layer_met2.png
Bar = 20 um.
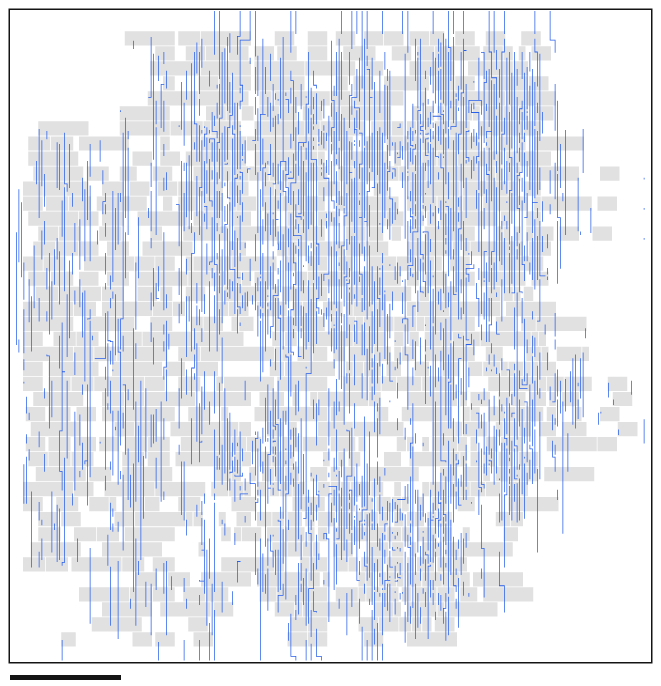
congestion.png
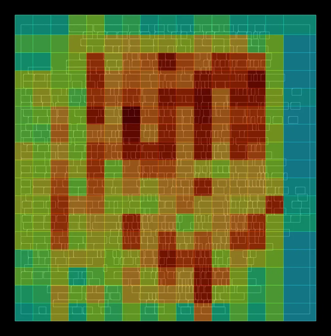
layer_met1.png
Bar = 20 um.
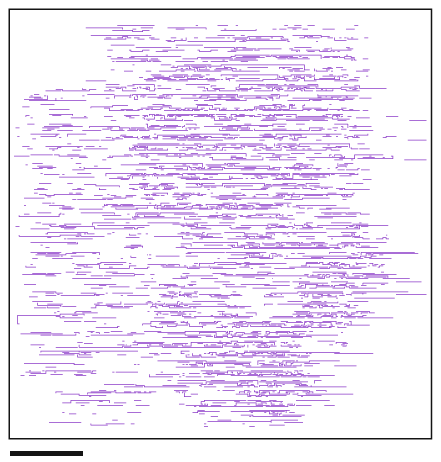
layer_met3.png
Bar = 20 um.
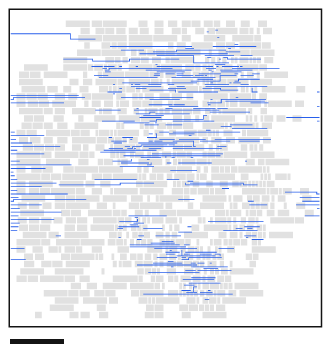
### src/rtl/jtaglet_host.sv
`default_nettype none
// ============================================================================
// Module   : jtaglet_host
// Purpose  : JTAG host; turns scan/reset/idle commands into tck_o/tms_o/tdi_o
//            activity and returns captured TDO. Define JTAGLET_HOST_TRST_EN
//            to add an active-low trst_o pin pulsed by TAP-reset commands.
// Revision : 1.0  initial release
// ============================================================================
module jtaglet_host #(
   parameter int MAX_LEN = 32,
   parameter int LEN_W   = 6,
   parameter int CLK_DIV = 2
) (
   input  logic               tck,
   input  logic               trst,
   input  logic               cmd_valid,
   output logic               cmd_ready,
   input  logic [1:0]         cmd_type,
   input  logic [LEN_W-1:0]   cmd_len,
   input  logic [MAX_LEN-1:0] cmd_data,
   output logic               rsp_valid,
   input  logic               rsp_ready,
   output logic [MAX_LEN-1:0] rsp_data,
   output logic               rsp_err,
   output logic               tck_o,
   output logic               tms_o,
   output logic               tdi_o,
   input  logic               tdo_i
`ifdef JTAGLET_HOST_TRST_EN
   ,output logic              trst_o
`endif
);

   localparam int c_DIV_W = (CLK_DIV > 1) ? $clog2(CLK_DIV) : 1;
   localparam logic [c_DIV_W-1:0] c_DIV_LAST = c_DIV_W'(CLK_DIV - 1);
   localparam logic [LEN_W-1:0]   c_MAX_LEN  = LEN_W'(MAX_LEN);
   localparam logic [LEN_W-1:0]   c_TLR_ONES = LEN_W'(5);
   localparam logic [LEN_W-1:0]   c_PON_LAST = LEN_W'(5);
`ifdef JTAGLET_HOST_TRST_EN
   localparam logic [LEN_W-1:0]   c_CMD_RST_LAST = LEN_W'(6);
`else
   localparam logic [LEN_W-1:0]   c_CMD_RST_LAST = LEN_W'(5);
`endif

   typedef enum logic [2:0] {
      RESET_SEQ = 3'd0,
      IDLE      = 3'd1,
      SEL       = 3'd2,
      SHIFT     = 3'd3,
      EXIT      = 3'd4,
      RUN       = 3'd5,
      RESP      = 3'd6
   } state_t;

   state_t               r_state, w_state_nx;
   logic [LEN_W-1:0]     r_cnt, w_cnt_nx, w_cnt_inc;
   logic [LEN_W-1:0]     r_shift, w_shift_nx;
   logic [LEN_W-1:0]     r_len, w_len_nx;
   logic                 r_tms, w_tms_nx;
   logic                 r_tdi, w_tdi_nx;
   logic [MAX_LEN-1:0]   r_tdi_sr, w_tdi_sr_nx;
   logic [MAX_LEN-1:0]   r_rsp, w_rsp_nx;
   logic                 r_err, w_err_nx;
   logic                 r_is_ir, w_is_ir_nx;
   logic                 r_cmd_rst, w_cmd_rst_nx;
   logic                 r_tck;
   logic [c_DIV_W-1:0]   r_div;
   logic                 w_active, w_div_done, w_rise, w_fall, w_bad_len;

   assign w_active   = (r_state == RESET_SEQ) || (r_state == SEL) || (r_state == SHIFT) ||
                       (r_state == EXIT) || (r_state == RUN);
   assign w_div_done = (r_div == c_DIV_LAST);
   assign w_rise     = w_active && !r_tck && w_div_done;
   // A JTAG cycle ends on the clock that drops tck_o; that is where TMS/TDI advance.
   assign w_fall     = w_active && r_tck && w_div_done;
   assign w_cnt_inc  = r_cnt + 1'b1;
   assign w_bad_len  = (cmd_len == '0) || (cmd_len > c_MAX_LEN);

   always_ff @(posedge tck or negedge trst) begin
      if (!trst) begin
         r_state   <= RESET_SEQ;
         r_cnt     <= '0;
         r_shift   <= '0;
         r_len     <= '0;
         r_tms     <= 1'b1;
         r_tdi     <= 1'b0;
         r_tdi_sr  <= '0;
         r_rsp     <= '0;
         r_err     <= 1'b0;
         r_is_ir   <= 1'b0;
         r_cmd_rst <= 1'b0;
         r_tck     <= 1'b0;
         r_div     <= '0;
      end else begin
         r_state   <= w_state_nx;
         r_cnt     <= w_cnt_nx;
         r_shift   <= w_shift_nx;
         r_len     <= w_len_nx;
         r_tms     <= w_tms_nx;
         r_tdi     <= w_tdi_nx;
         r_tdi_sr  <= w_tdi_sr_nx;
         r_rsp     <= w_rsp_nx;
         r_err     <= w_err_nx;
         r_is_ir   <= w_is_ir_nx;
         r_cmd_rst <= w_cmd_rst_nx;
         if (w_active) begin
            r_div <= w_div_done ? '0 : r_div + 1'b1;
            if (w_div_done) r_tck <= ~r_tck;
         end else begin
            r_div <= '0;
            r_tck <= 1'b0;
         end
      end
   end

   always_comb begin
      w_state_nx   = r_state;
      w_cnt_nx     = r_cnt;
      w_shift_nx   = r_shift;
      w_len_nx     = r_len;
      w_tms_nx     = r_tms;
      w_tdi_nx     = r_tdi;
      w_tdi_sr_nx  = r_tdi_sr;
      w_rsp_nx     = r_rsp;
      w_err_nx     = r_err;
      w_is_ir_nx   = r_is_ir;
      w_cmd_rst_nx = r_cmd_rst;
      // TDO enters at the MSB; it is right-aligned once the scan completes.
      if (w_rise && (r_state == SHIFT)) w_rsp_nx = {tdo_i, r_rsp[MAX_LEN-1:1]};
      case (r_state)
         RESET_SEQ: if (w_fall) begin
            if (r_cnt == (r_cmd_rst ? c_CMD_RST_LAST : c_PON_LAST)) begin
               w_state_nx   = r_cmd_rst ? RESP : IDLE;
               w_cnt_nx     = '0;
               w_tms_nx     = 1'b0;
               w_cmd_rst_nx = 1'b0;
            end else begin
               w_cnt_nx = w_cnt_inc;
               w_tms_nx = (w_cnt_inc < c_TLR_ONES);
            end
         end
         IDLE: if (cmd_valid) begin
            w_len_nx    = cmd_len;
            w_tdi_sr_nx = cmd_data;
            w_rsp_nx    = '0;
            w_err_nx    = 1'b0;
            w_cnt_nx    = '0;
            w_tdi_nx    = 1'b0;
            case (cmd_type)
               2'b00, 2'b01: begin
                  if (w_bad_len) begin
                     w_state_nx = RESP;
                     w_err_nx   = 1'b1;
                  end else begin
                     w_state_nx = SEL;
                     w_tms_nx   = 1'b1;
                     w_is_ir_nx = cmd_type[0];
                  end
               end
               2'b10: begin
                  w_state_nx   = RESET_SEQ;
                  w_tms_nx     = 1'b1;
                  w_cmd_rst_nx = 1'b1;
               end
               default: begin
                  if (cmd_len == '0) begin
                     w_state_nx = RESP;
                  end else begin
                     w_state_nx = RUN;
                     w_shift_nx = cmd_len - 1'b1;
                     w_tms_nx   = 1'b0;
                  end
               end
            endcase
         end
         SEL: if (w_fall) begin
            if (r_cnt == (r_is_ir ? LEN_W'(3) : LEN_W'(2))) begin
               w_state_nx  = SHIFT;
               w_shift_nx  = r_len - 1'b1;
               w_tms_nx    = (r_len == LEN_W'(1));
               w_tdi_nx    = r_tdi_sr[0];
               w_tdi_sr_nx = {1'b0, r_tdi_sr[MAX_LEN-1:1]};
            end else begin
               w_cnt_nx = w_cnt_inc;
               w_tms_nx = r_is_ir && (w_cnt_inc < LEN_W'(2));
            end
         end
         SHIFT: if (w_fall) begin
            if (r_shift == '0) begin
               w_state_nx = EXIT;
               w_cnt_nx   = '0;
               w_tms_nx   = 1'b1;
               w_tdi_nx   = 1'b0;
            end else begin
               w_shift_nx  = r_shift - 1'b1;
               w_tms_nx    = (r_shift == LEN_W'(1));
               w_tdi_nx    = r_tdi_sr[0];
               w_tdi_sr_nx = {1'b0, r_tdi_sr[MAX_LEN-1:1]};
            end
         end
         EXIT: if (w_fall) begin
            if (r_cnt == '0) begin
               w_cnt_nx = LEN_W'(1);
               w_tms_nx = 1'b0;
            end else begin
               w_state_nx = RESP;
               w_rsp_nx   = r_rsp >> (MAX_LEN - int'(r_len));
            end
         end
         RUN: if (w_fall) begin
            if (r_shift == '0) w_state_nx = RESP;
            else               w_shift_nx = r_shift - 1'b1;
         end
         RESP: if (rsp_ready) w_state_nx = IDLE;
         default: w_state_nx = IDLE;
      endcase
   end

`ifdef JTAGLET_HOST_TRST_EN
   logic r_trst_o;
   always_ff @(posedge tck or negedge trst) begin
      if (!trst) r_trst_o <= 1'b0;
      else       r_trst_o <= !((w_state_nx == RESET_SEQ) && w_cmd_rst_nx);
   end
   assign trst_o = r_trst_o;
`endif

   assign cmd_ready = (r_state == IDLE);
   assign rsp_valid = (r_state == RESP);
   assign rsp_data  = r_rsp;
   assign rsp_err   = r_err;
   assign tck_o     = r_tck;
   assign tms_o     = r_tms;
   assign tdi_o     = r_tdi;

endmodule
`default_nettype wire

### config.mk
export PLATFORM = sky130hd
export DESIGN_NAME = jtaglet_host
export DESIGN_NICKNAME = d
export VERILOG_FILES = /design/src/rtl/jtaglet_host.sv
export SDC_FILE = /design/constraint.sdc
export NUM_CORES = 1
export LEC_CHECK = 0
export ABC_CLOCK_PERIOD_IN_PS = 4000
export CORE_AREA = 2 2 114 116
export CTS_CLUSTER_SIZE = 8
export DETAILED_ROUTE_END_ITERATION = 16
export DIE_AREA = 0 0 116 118
export GPL_ROUTABILITY_DRIVEN = 0
export PLACE_DENSITY = 0.83
export SETUP_SLACK_MARGIN = 0.15
export SLEW_MARGIN = 10
export SYNTH_ARGS = -nofsm -noshare
export SYNTH_HDL_FRONTEND = slang
export SYNTH_SLANG_ARGS = --single-unit
### constraint.sdc
create_clock -name tck -period 4 [get_ports tck]
set_clock_uncertainty 0.05 [all_clocks]
set_input_delay 0.6 -clock tck [delete_from_list [all_inputs] [get_ports tck]]
set_output_delay 0.6 -clock tck [all_outputs]
set_load 0.05 [all_outputs]
==> results.py <==
# Physical implementation metrics
metrics = {
    "status": {
        "outcome": "finished clean",
    },
    "placed_design": {
        "placed_cells": 914,
        "placed_cell_area_um2": 7890,
        "io_buffer_count": 82,
    },
    "route": {
        "drc": 0,
        "via_per_inst": 6.78,
        "ant_nets": 0,
        "routed_wl_um": 19300,
        "drt-initial-drc-count": 807,
    },
    "floorplan": {
        "chipArea_um2": 13700,
        "initial_core_util_pct": 56.0,
        "die_h_um": 118,
        "die_width_um": 116,
    },
    "worst_setup_path": {
        "path_class": "reg -> out",
        "end_kind": "output pin",
        "cp.arrival_ns": 2.80,
        "crit_path_top_delay_cell": "clkdlybuf4s50_1",
        "worst-path-buf-inv": 2,
        "critical_path.cell_chain": "nor2b_1, nand2_1, inv_1, clkdlybuf4s50_1",
        "crit_fanout": 24,
    },
    "synth": {
        "top_area_share_pct": 32.8,
        "yosys_warnings": 0,
        "edf_count": 0,
        "synth_chip_area_um2": 6950,
        "ys.flops": 92,
        "most_common_cell": "dfrtp_1",
        "flop_cell": "dfrtp_1",
        "yosysTopAreaCell": "dfrtp_1",
        "syn_area_per_cell_um2": 10.1,
        "ys_types": 72,
        "synth.area.top_cells": "dfrtp_1, mux2_2, mux4_2, mux2i_1, nand2_1",
        "syn_area_um2": 6950,
        "synth-async-reset-ratio_pct": 100,
    },
    "clock_tree": {
        "postCtsHoldBufs": 0,
        "clk_pin_slew_ns": 0.08,
        "cts.sinks": 92,
        "h-tree-depth": 3,
        "cts_tree": "done",
        "cts-buffers-inserted": 9,
        "ctsRootBufferMaster": "clkbuf_16",
        "cts_setup_buffers": 0,
    },
    "pwr": {
        "peakVddDrop_mv": 0.500,
        "power.density_nw_per_um2": 877,
    },
    "timing": {
        "fin_crit_ns": 3.45,
        "finalCritPeriodShare_pct": 86.3,
        "hold_viol_final": 0,
        "hold_ws_ns": 0.0888,
        "tns_ns": 0,
    },
    "finish": {
        "nets": 808,
        "final_area_um2": 8200,
        "n_fill_cell": 983,
        "logic_area_um2": 4320,
    },
    "global_route": {
        "grt_pass1_vias": 6265,
        "grtUsageTotal_pct": 29.2,
        "antenna_found_initial": 0,
        "grt_max_degree": 41,
    },
    "job": {
        "cap_violations": 0,
        "warning_count": 32,
    },
}
Notes on layer_met2.png above:
The wires run mostly vertical. 711 nets have wire on it. The layer carries 8860 um of wire.

Notes on congestion.png above:
met2 Usage GRT: 44.0%
GR met1 Demand/Resource: 39.0%
final core area utilization: 66.1%
grt met3 use: 8.96%

Notes on layer_met1.png above:
The layer holds 39% of the routed length. The wires run mostly horizontal. 732 nets have wire on it. The longest straight run is 26.7 um. The layer carries 7530 um of wire.

Notes on layer_met3.png above:
The layer carries 2270 um of wire. The layer holds 12% of the routed length. The longest straight run is 35.9 um.

==> kinds of logic (layout without fill, tap and decap cells) <==
logic type / after synthesis / count (layout) / share of synthesized area (%)
AND/OR/NAND/NOR: 186 / 186 / 13.6
AND-OR/OR-AND: 158 / 158 / 15.8
multiplexers: 156 / 156 / 29.0
flip-flops: 92 / 92 / 33.1
buffers and inverters: 74 / 143 / 4.91
XOR/XNOR: 13 / 13 / 1.75
adder cells (fa/ha/maj): 10 / 10 / 1.80
==> flip-flops by register name, indices dropped and copies added (netlist names) <==
| name | count |
|---|---|
| r_tdi_sr | 32 |
| rsp_data | 32 |
| r_cnt | 6 |
| r_len | 6 |
| r_shift | 6 |
| r_state | 3 |
| r_cmd_rst | 1 |
| r_div | 1 |
| r_is_ir | 1 |
| rsp_err | 1 |
| tck_o | 1 |
| tdi_o | 1 |
| tms_o | 1 |
==> per-layer routing <==
| layer | routed length (um) | GRT usage, % |
|---|---|---|
| met2 | 8860 | 44.0 |
| met1 | 7530 | 39.0 |
| met4 | 659 | 12.1 |
| met5 | 0 | 0 |
| met3 | 2270 | 8.96 |
==> final timing paths <==
kind,cells after the start,to,from
max in group asynchronous,2,rsp_data[7],trst
setup / recovery,4,cmd_ready,r_state[0]
min in group tck,2,tdi_o,tdi_o
hold / removal,1,tdi_o,trst
hold reg to reg,2,tdi_o,tdi_o
setup reg to reg,7,rsp_data[0],r_len[1]
==> layout make-up <==
class	count	area share, %
Sequential cell	92	28.1
Tap cell	172	2.62
Clock buffer	9	2.75
Clock inverter	7	1.07
Timing Repair Buffer	98	11.4
Multi-Input combinational cell	523	52.7
Inverter	29	1.33
==> worst reg2reg max path, stage by stage (launching register included) <==
cell and delay, ns:
dfrtp_1 0.46, inv_1 0.13, ha_2 0.79, mux2i_1 0.46, inv_1 0.07, mux4_2 0.52, o21ai_0 0.34, o221ai_1 0.22
==> placed cells by master, fill, tap and decap left out, types with 10 or more instances in the layout <==
cell type and instances:
nor3_1 19, mux4_2 29, nand2_1 78, clkdlybuf4s50_1 81, inv_1 28, o211ai_1 14, nand3_1 25, mux2_2 75
dfrtp_1 90, a21oi_1 18, mux2i_1 52, o22ai_1 27, o221ai_1 10, nor2_1 20, o21ai_0 27, a211oi_1 14
buf_4 17
==> power by group <==
group	total [mW]	switching (mW)	leakage, nW	internal [mW]
Clock	0.914	0.411	0.155	0.503
Sequential	1.89	0.552	1.18	1.33
Combinational	4.39	2.57	1.83	1.83
==> stage by stage <==
| step | util [%] | worst slack [ns] |
|---|---|---|
| after global placement | 63.5 | 0.843 |
| after CTS | 66.1 | 0.617 |
| after global routing | 66.1 | 0.463 |
| after floorplan | - | 0.917 |
| after detailed placement | 63.5 | 0.732 |
| final | 66.1 | 0.547 |
Power and IR drop assume default switching activity.
